### config.mk
export PLATFORM = sky130hd
export DESIGN_NAME = mem_port_arbiter
export DESIGN_NICKNAME = d
export VERILOG_FILES = /design/src/rtl/mem_port_arbiter.sv
export SDC_FILE = /design/constraint.sdc
export NUM_CORES = 1
export LEC_CHECK = 0
export CORE_ASPECT_RATIO = 1.4
export CORE_MARGIN = 4
export CORE_UTILIZATION = 39
export CTS_CLUSTER_DIAMETER = 120
export DETAILED_ROUTE_END_ITERATION = 10
export PLACE_DENSITY = 0.81
export SETUP_SLACK_MARGIN = 0.15
export SKIP_LAST_GASP = 1
export SYNTH_ARGS = -nofsm -noshare
export SYNTH_HDL_FRONTEND = slang
export SYNTH_SLANG_ARGS = --single-unit
### constraint.sdc
create_clock -name clk -period 1.83 [get_ports clk]
set_input_delay 0.183 -clock clk [delete_from_list [all_inputs] [get_ports clk]]
set_output_delay 0.183 -clock clk [all_outputs]
set_load 0.01 [all_outputs]
### src/rtl/mem_port_arbiter.sv
// mem_port_arbiter: registered, handshaked N-channel arbiter between the L1
// caches and the single main-memory port. One word transaction at a time is
// serialised onto the memory bus. Read data and a one-cycle completion pulse
// go back to the granted requester.
//
// Build option:
//   ARB_FIXED_PRIORITY_EN - when defined, the lowest-index pending channel
//                           (channel 0, the data cache) always wins and no
//                           round-robin pointer exists. When undefined
//                           (default), arbitration is round-robin.
//
// Parameters:
//   NCH  number of requesting channels (>= 2); ch0 = D-cache, ch1 = I-cache
//   AW   address width
//   DW   data width
//   IDW  grant_id width, derived as $clog2(NCH)
//
// Ports:
//   clk        clock, rising edge
//   reset      asynchronous active-low reset
//   req_rd     per-channel read request (level, held until req_ready)
//   req_wr     per-channel write request (level, held until req_ready)
//   req_addr   packed per-channel addresses, channel i at [i*AW +: AW]
//   req_wdata  packed per-channel write data, channel i at [i*DW +: DW]
//   req_rdata  shared read data, valid in the req_ready cycle
//   req_ready  one-hot one-cycle completion pulse
//   mem_oe     memory read strobe
//   mem_we     memory write strobe
//   mem_addr   memory address
//   mem_wdata  memory write data
//   mem_rdata  memory read data, valid with mem_ready
//   mem_ready  memory completion, only looked at in BUSY
//   busy       high whenever the arbiter is not IDLE
//   grant_id   index of the current or most recent grant
module mem_port_arbiter #(
  parameter  int unsigned NCH = 2,
  parameter  int unsigned AW  = 32,
  parameter  int unsigned DW  = 32,
  localparam int unsigned IDW = $clog2(NCH)
) (
  input  logic              clk,
  input  logic              reset,
  input  logic [NCH-1:0]    req_rd,
  input  logic [NCH-1:0]    req_wr,
  input  logic [NCH*AW-1:0] req_addr,
  input  logic [NCH*DW-1:0] req_wdata,
  output logic [DW-1:0]     req_rdata,
  output logic [NCH-1:0]    req_ready,
  output logic              mem_oe,
  output logic              mem_we,
  output logic [AW-1:0]     mem_addr,
  output logic [DW-1:0]     mem_wdata,
  input  logic [DW-1:0]     mem_rdata,
  input  logic              mem_ready,
  output logic              busy,
  output logic [IDW-1:0]    grant_id
);

  localparam logic [1:0] S_IDLE    = 2'd0;
  localparam logic [1:0] S_BUSY    = 2'd1;
  localparam logic [1:0] S_RELEASE = 2'd2;

  logic [1:0]     state;
  logic [1:0]     state_d;
  logic [IDW-1:0] grant_id_d;
  logic           mem_oe_d;
  logic           mem_we_d;
  logic [AW-1:0]  mem_addr_d;
  logic [DW-1:0]  mem_wdata_d;
  logic [DW-1:0]  req_rdata_d;
  logic [NCH-1:0] req_ready_d;
  logic           busy_d;

  logic [NCH-1:0] pend;
  logic           any_pend;
  logic [IDW-1:0] win;

  logic [AW-1:0]  addr_a  [NCH];
  logic [DW-1:0]  wdata_a [NCH];

  // Unpack the flat per-channel buses.
  for (genvar g = 0; g < NCH; g++) begin : g_unpack
    assign addr_a[g]  = req_addr[g*AW +: AW];
    assign wdata_a[g] = req_wdata[g*DW +: DW];
  end

  assign pend     = req_rd | req_wr;
  assign any_pend = |pend;

`ifdef ARB_FIXED_PRIORITY_EN
  // Lowest-index pending channel wins.
  always_comb begin
    logic found;
    logic [IDW-1:0] c;
    win   = '0;
    found = 1'b0;
    c     = '0;
    for (int unsigned k = 0; k < NCH; k++) begin
      c = IDW'(k);
      if (!found && pend[c]) begin
        win   = c;
        found = 1'b1;
      end
    end
  end
`else
  logic [IDW-1:0] rr_ptr;
  logic [IDW-1:0] rr_ptr_d;

  // First pending channel at or after rr_ptr, wrapping modulo NCH.
  always_comb begin
    logic found;
    logic [IDW-1:0] c;
    win   = '0;
    found = 1'b0;
    c     = '0;
    for (int unsigned k = 0; k < NCH; k++) begin
      c = IDW'((32'(rr_ptr) + k) % NCH);
      if (!found && pend[c]) begin
        win   = c;
        found = 1'b1;
      end
    end
  end
`endif

  // Next-state and next-output logic; every output is a flop fed from here.
  always_comb begin
    state_d     = state;
    grant_id_d  = grant_id;
    mem_oe_d    = mem_oe;
    mem_we_d    = mem_we;
    mem_addr_d  = mem_addr;
    mem_wdata_d = mem_wdata;
    req_rdata_d = req_rdata;
    req_ready_d = '0;
`ifndef ARB_FIXED_PRIORITY_EN
    rr_ptr_d    = rr_ptr;
`endif

    case (state)
      S_IDLE: begin
        if (any_pend) begin
          state_d     = S_BUSY;
          grant_id_d  = win;
          // Write dominates when a channel raises both rd and wr.
          mem_we_d    = req_wr[win];
          mem_oe_d    = ~req_wr[win];
          mem_addr_d  = addr_a[win];
          mem_wdata_d = wdata_a[win];
`ifndef ARB_FIXED_PRIORITY_EN
          rr_ptr_d    = IDW'((32'(win) + 32'd1) % NCH);
`endif
        end
      end

      S_BUSY: begin
        if (mem_ready) begin
          state_d = S_RELEASE;
          if (mem_oe) begin
            req_rdata_d = mem_rdata;
          end
          req_ready_d[grant_id] = 1'b1;
          mem_oe_d = 1'b0;
          mem_we_d = 1'b0;
        end
      end

      S_RELEASE: begin
        // Gap cycle so the requester can drop its level request.
        state_d = S_IDLE;
      end

      default: begin
        state_d  = S_IDLE;
        mem_oe_d = 1'b0;
        mem_we_d = 1'b0;
      end
    endcase

    busy_d = (state_d != S_IDLE);
  end

  // State and output registers; reset drops strobes asynchronously.
  always_ff @(posedge clk or negedge reset) begin
    if (!reset) begin
      state     <= S_IDLE;
      grant_id  <= '0;
      mem_oe    <= 1'b0;
      mem_we    <= 1'b0;
      mem_addr  <= '0;
      mem_wdata <= '0;
      req_rdata <= '0;
      req_ready <= '0;
      busy      <= 1'b0;
`ifndef ARB_FIXED_PRIORITY_EN
      rr_ptr    <= '0;
`endif
    end else begin
      state     <= state_d;
      grant_id  <= grant_id_d;
      mem_oe    <= mem_oe_d;
      mem_we    <= mem_we_d;
      mem_addr  <= mem_addr_d;
      mem_wdata <= mem_wdata_d;
      req_rdata <= req_rdata_d;
      req_ready <= req_ready_d;
      busy      <= busy_d;
`ifndef ARB_FIXED_PRIORITY_EN
      rr_ptr    <= rr_ptr_d;
`endif
    end
  end

endmodule

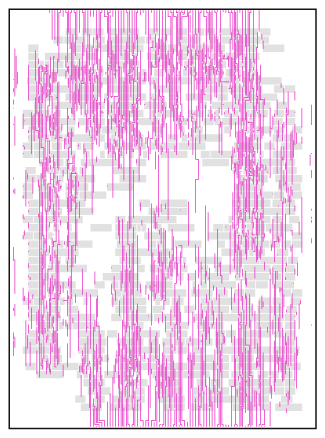
(images/layer_met2.png)
(3 px per um) Cells faint in the background.
783 nets have wire on it. The wires run mostly vertical. The layer carries 9140 um of wire.

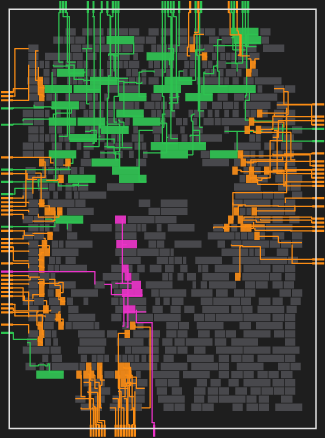
(images/io_fan.png)
(3 px per um)
Orange is req_addr, bits 64, direction input, end cells 64, buffers 64, wire 1540 um. Magenta is req_rd, bits 2, direction input, end cells 8, buffers 4, wire 160 um. Green is mem_wdata, bits 32, direction output, end cells 32, buffers 32, wire 1440 um.
number of top-level pins: 269
Buffers on Ports: 268

==> notes.md <==
Flow results.

- The main flop type after synthesis is dfrtp_1.
- Counting flops with a built-in enable in the synthesized netlist gives 0.
- The final antenna diode tally reported by the flow is 0.
- The transition time at the pin with the least slew margin is 579.2 ps.
- The report lists the cells along the critical path as and3b_1 > nand2_1 > buf_12 > mux2_2.
- Total power normalized to cell area comes to 1450 nW/um^2.
- Yosys attributes the largest share of cell area to dfrtp_1 55%, a31oi_1 8.3%, a21oi_1 7.0%, o21ai_0 6.8%, nand3_1 6.7%.
- CTS added clock buffers totalling 9.
- The buffer type at the clock tree root is clkbuf_16.
- The clock insertion delay at the later pin of the skew report is 340 ps.
- For the worst setup path, the data required time is 2050 ps.
- Per the Yosys statistics, synthesis produced 479 cells.
- The largest net degree at the start of global routing is 106.
- The final weighted congestion of routability-driven global placement is 0.8555.
- The total die size is 14160 sq um.
- TritonCTS built the clock tree.
- Per the final layout report, the fraction of cells sized above drive strength 1 comes to 8.333%.
- In this run the number of H-tree levels came out at 3.
- The run finished with clean final reports.
- The detailed-route vias per instance is 5.639.
- The worst setup path is launched from a flop.
- The cell count after synthesis came out at 479.
- The number of endpoints failing setup at the final stage is 0.
- The worst setup path is captured at a flop.
- Hold timing on the final database bottoms out at a slack of 408.4 ps.
- The detailed router finished its first iteration with 268 violations.
- Setup repair after global routing left no endpoint under its margin.
- Per the OpenROAD floorplan log, the height of the die is 139.2 um.
- For reference, the placement row count at floorplan is 47.
- The clock passes through at most 2 buffers.
- In this run the register-to-register setup slack is 280 ps.
- The clock skew is 7.169 ps.
- In this run the tightest slew margin relative to its limit is 61.39%.
- In this run the tools logged warnings totalling 28.
- The first global-routing pass estimated 26060 um of wire.
- In the routed design, unresolved DRC markers number 0.
- Per the synth log, the flip-flop and latch total comes to 105.
- The area share of the largest cell type after synthesis is 54.77%.
- The final report lists a non-filler cell total of 879.
- The leakage power is 3.182 nW.
- The total count of hold-check failures in the final report is 0.
- The count of max-cap constraint violations is 0.
- The highest clock rate this design can be run at is 645.6 MHz.
- The longest individual stage delay on the worst path is 490 ps.
- On the worst setup and hold paths after CTS, the clock-pin slew comes to 70 ps.
- The min-delay analysis places its worst path in the category input pin to asynchronous set/reset pin.
- The placeable core area is 11940 sq um.
- Averaged over all synthesized cells, the footprint is 10.01 sq um.
- The post-layout total power is 11.72 mW.
- In the finished design, the share of the clock period the worst path needs comes to 84.64%.
- In the setup report, the worst path falls into the class flop to flop.
- The portion of the post-synthesis area used by sequential elements is 54.77%.
- Along the worst path, the maximum fanout reaches 32.
- Once detailed placement completed, the half-perimeter wirelength came to 12280 um.
- The horizontal die dimension reported for this design is 101.7 um.
- The data arrival time of the worst path is 1770 ps.
- The number of nets still failing antenna checks after routing is 0.
- The number of global-route vias before repair is 5181.
- The cell taking the most area after synthesis is dfrtp_1.
- The total congestion overflow after global routing is 0.
- The initial antenna violation count came to 0.
- The area recorded from the Yosys report for this design is 4797 sq um.
- The synthesis-to-layout area growth is 68.52%.
- The number of unique standard cell types used by synthesis is 31.
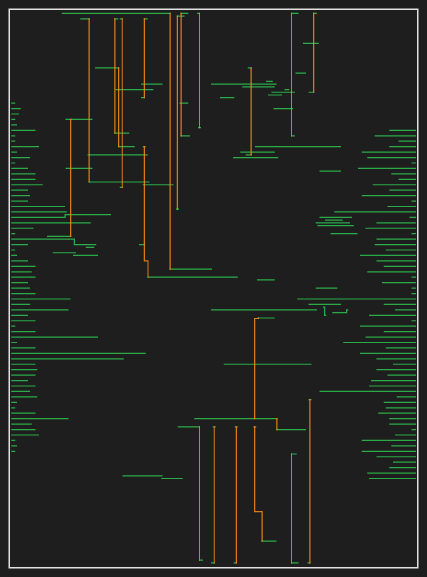
(images/wires.png)
(4 px per um) Two of the layers only.
Green is metal 3, wire length 1420 um. Orange is metal 4, wire length 686 um.
post-detailed-routing wire length: 16870 um
routed len/inst: 19.20 um
DR vias: 4957
All-Layer GR Usage: 23.37%

## worst max-delay path: cells and delay by family (launching register included)
family	cells	cell delay, ps
multiplexers	1	360
flip-flops	1	490
buffers and inverters	1	210
AND/OR/NAND/NOR	2	360
## cell type report
type | count | area, sq um
inverters | 2 | 7.507
well taps | 147 | 183.9
clock inverters | 7 | 82.58
repair buffers | 291 | 3009
fillers | 930 | 3854
flip-flops and latches | 105 | 2628
multi-input cells | 318 | 1948
clock buffers | 9 | 225.2
## through the flow
stage / setup slack [ps] / cell area [sq um] / setup TNS [ps]
final: 281.2 / 8084 / 0
after floorplan: 295.5 / 4797 / 0
after global routing: 172.9 / 8084 / 0
after CTS: 190.7 / 8078 / 0
after detailed placement: -129.8 / 7760 / -6566
after global placement: -99.26 / 7760 / -4425
## state kept, by name, indices dropped and copies added (netlist names)
name / flops
mem_wdata: 32
req_rdata: 32
mem_we: 1
state: 2
mem_addr: 32
mem_oe: 1
rr_ptr: 1
req_ready: 2
grant_id: 1
busy: 1
## metal layers
layer  part of all wire [%]  wire (um)  global-route usage [%]
met4                    4.1        685                   11.97
met3                    8.4       1424                   4.607
met2                     54       9142                   42.07
met5                      0          0                       0
met1                     33       5621                   25.29
## cell families after synthesis
family,Yosys count,synth area share [%]
AOI/OAI and AO/OA,203,23.34
buffers and inverters,56,5.399
DFF,105,54.77
muxes,33,7.747
and+or+nand+nor,82,8.738
## repair_timing
action / 4_1_cts / 5_1_grt
setup buffers: 0 / 0
setup endpoints to repair: 0 / 29
hold endpoints to repair: 105 / 0
gates resized: 0 / 2
hold buffers: 1 / 0
## power by group
part           internal, mW  switching [mW]
sequential             3.43           0.671
clock                  1.09           0.914
combinational          3.16            2.47
total                  7.67            4.05
## final timing paths
check                         startpoint       endpoint
setup / recovery                state[1]   req_rdata[8]
hold / removal                     reset  mem_wdata[27]
setup reg to reg                state[1]   req_rdata[8]
hold reg to reg            req_rdata[22]  req_rdata[22]
max in group asynchronous          reset   mem_wdata[0]
min in group clk            req_addr[47]   mem_addr[15]
## layout by cell type, fill, tap and decap left out, drive strengths merged, types with 2 or more instances in the layout
cell type      Yosys  routed
a21oi             67      67
a31oi             64      64
buf               24      23
clkbuf            30       9
clkdlybuf4s50      0     267
clkinvlp           0       2
dfrtp            105     105
inv                2       6
mux2              33      33
nand3             64      64
nor2               7       7
nor2b              2       2
o21ai             65      65
or2                2       2
Power is estimated from default activity; no workload was simulated.
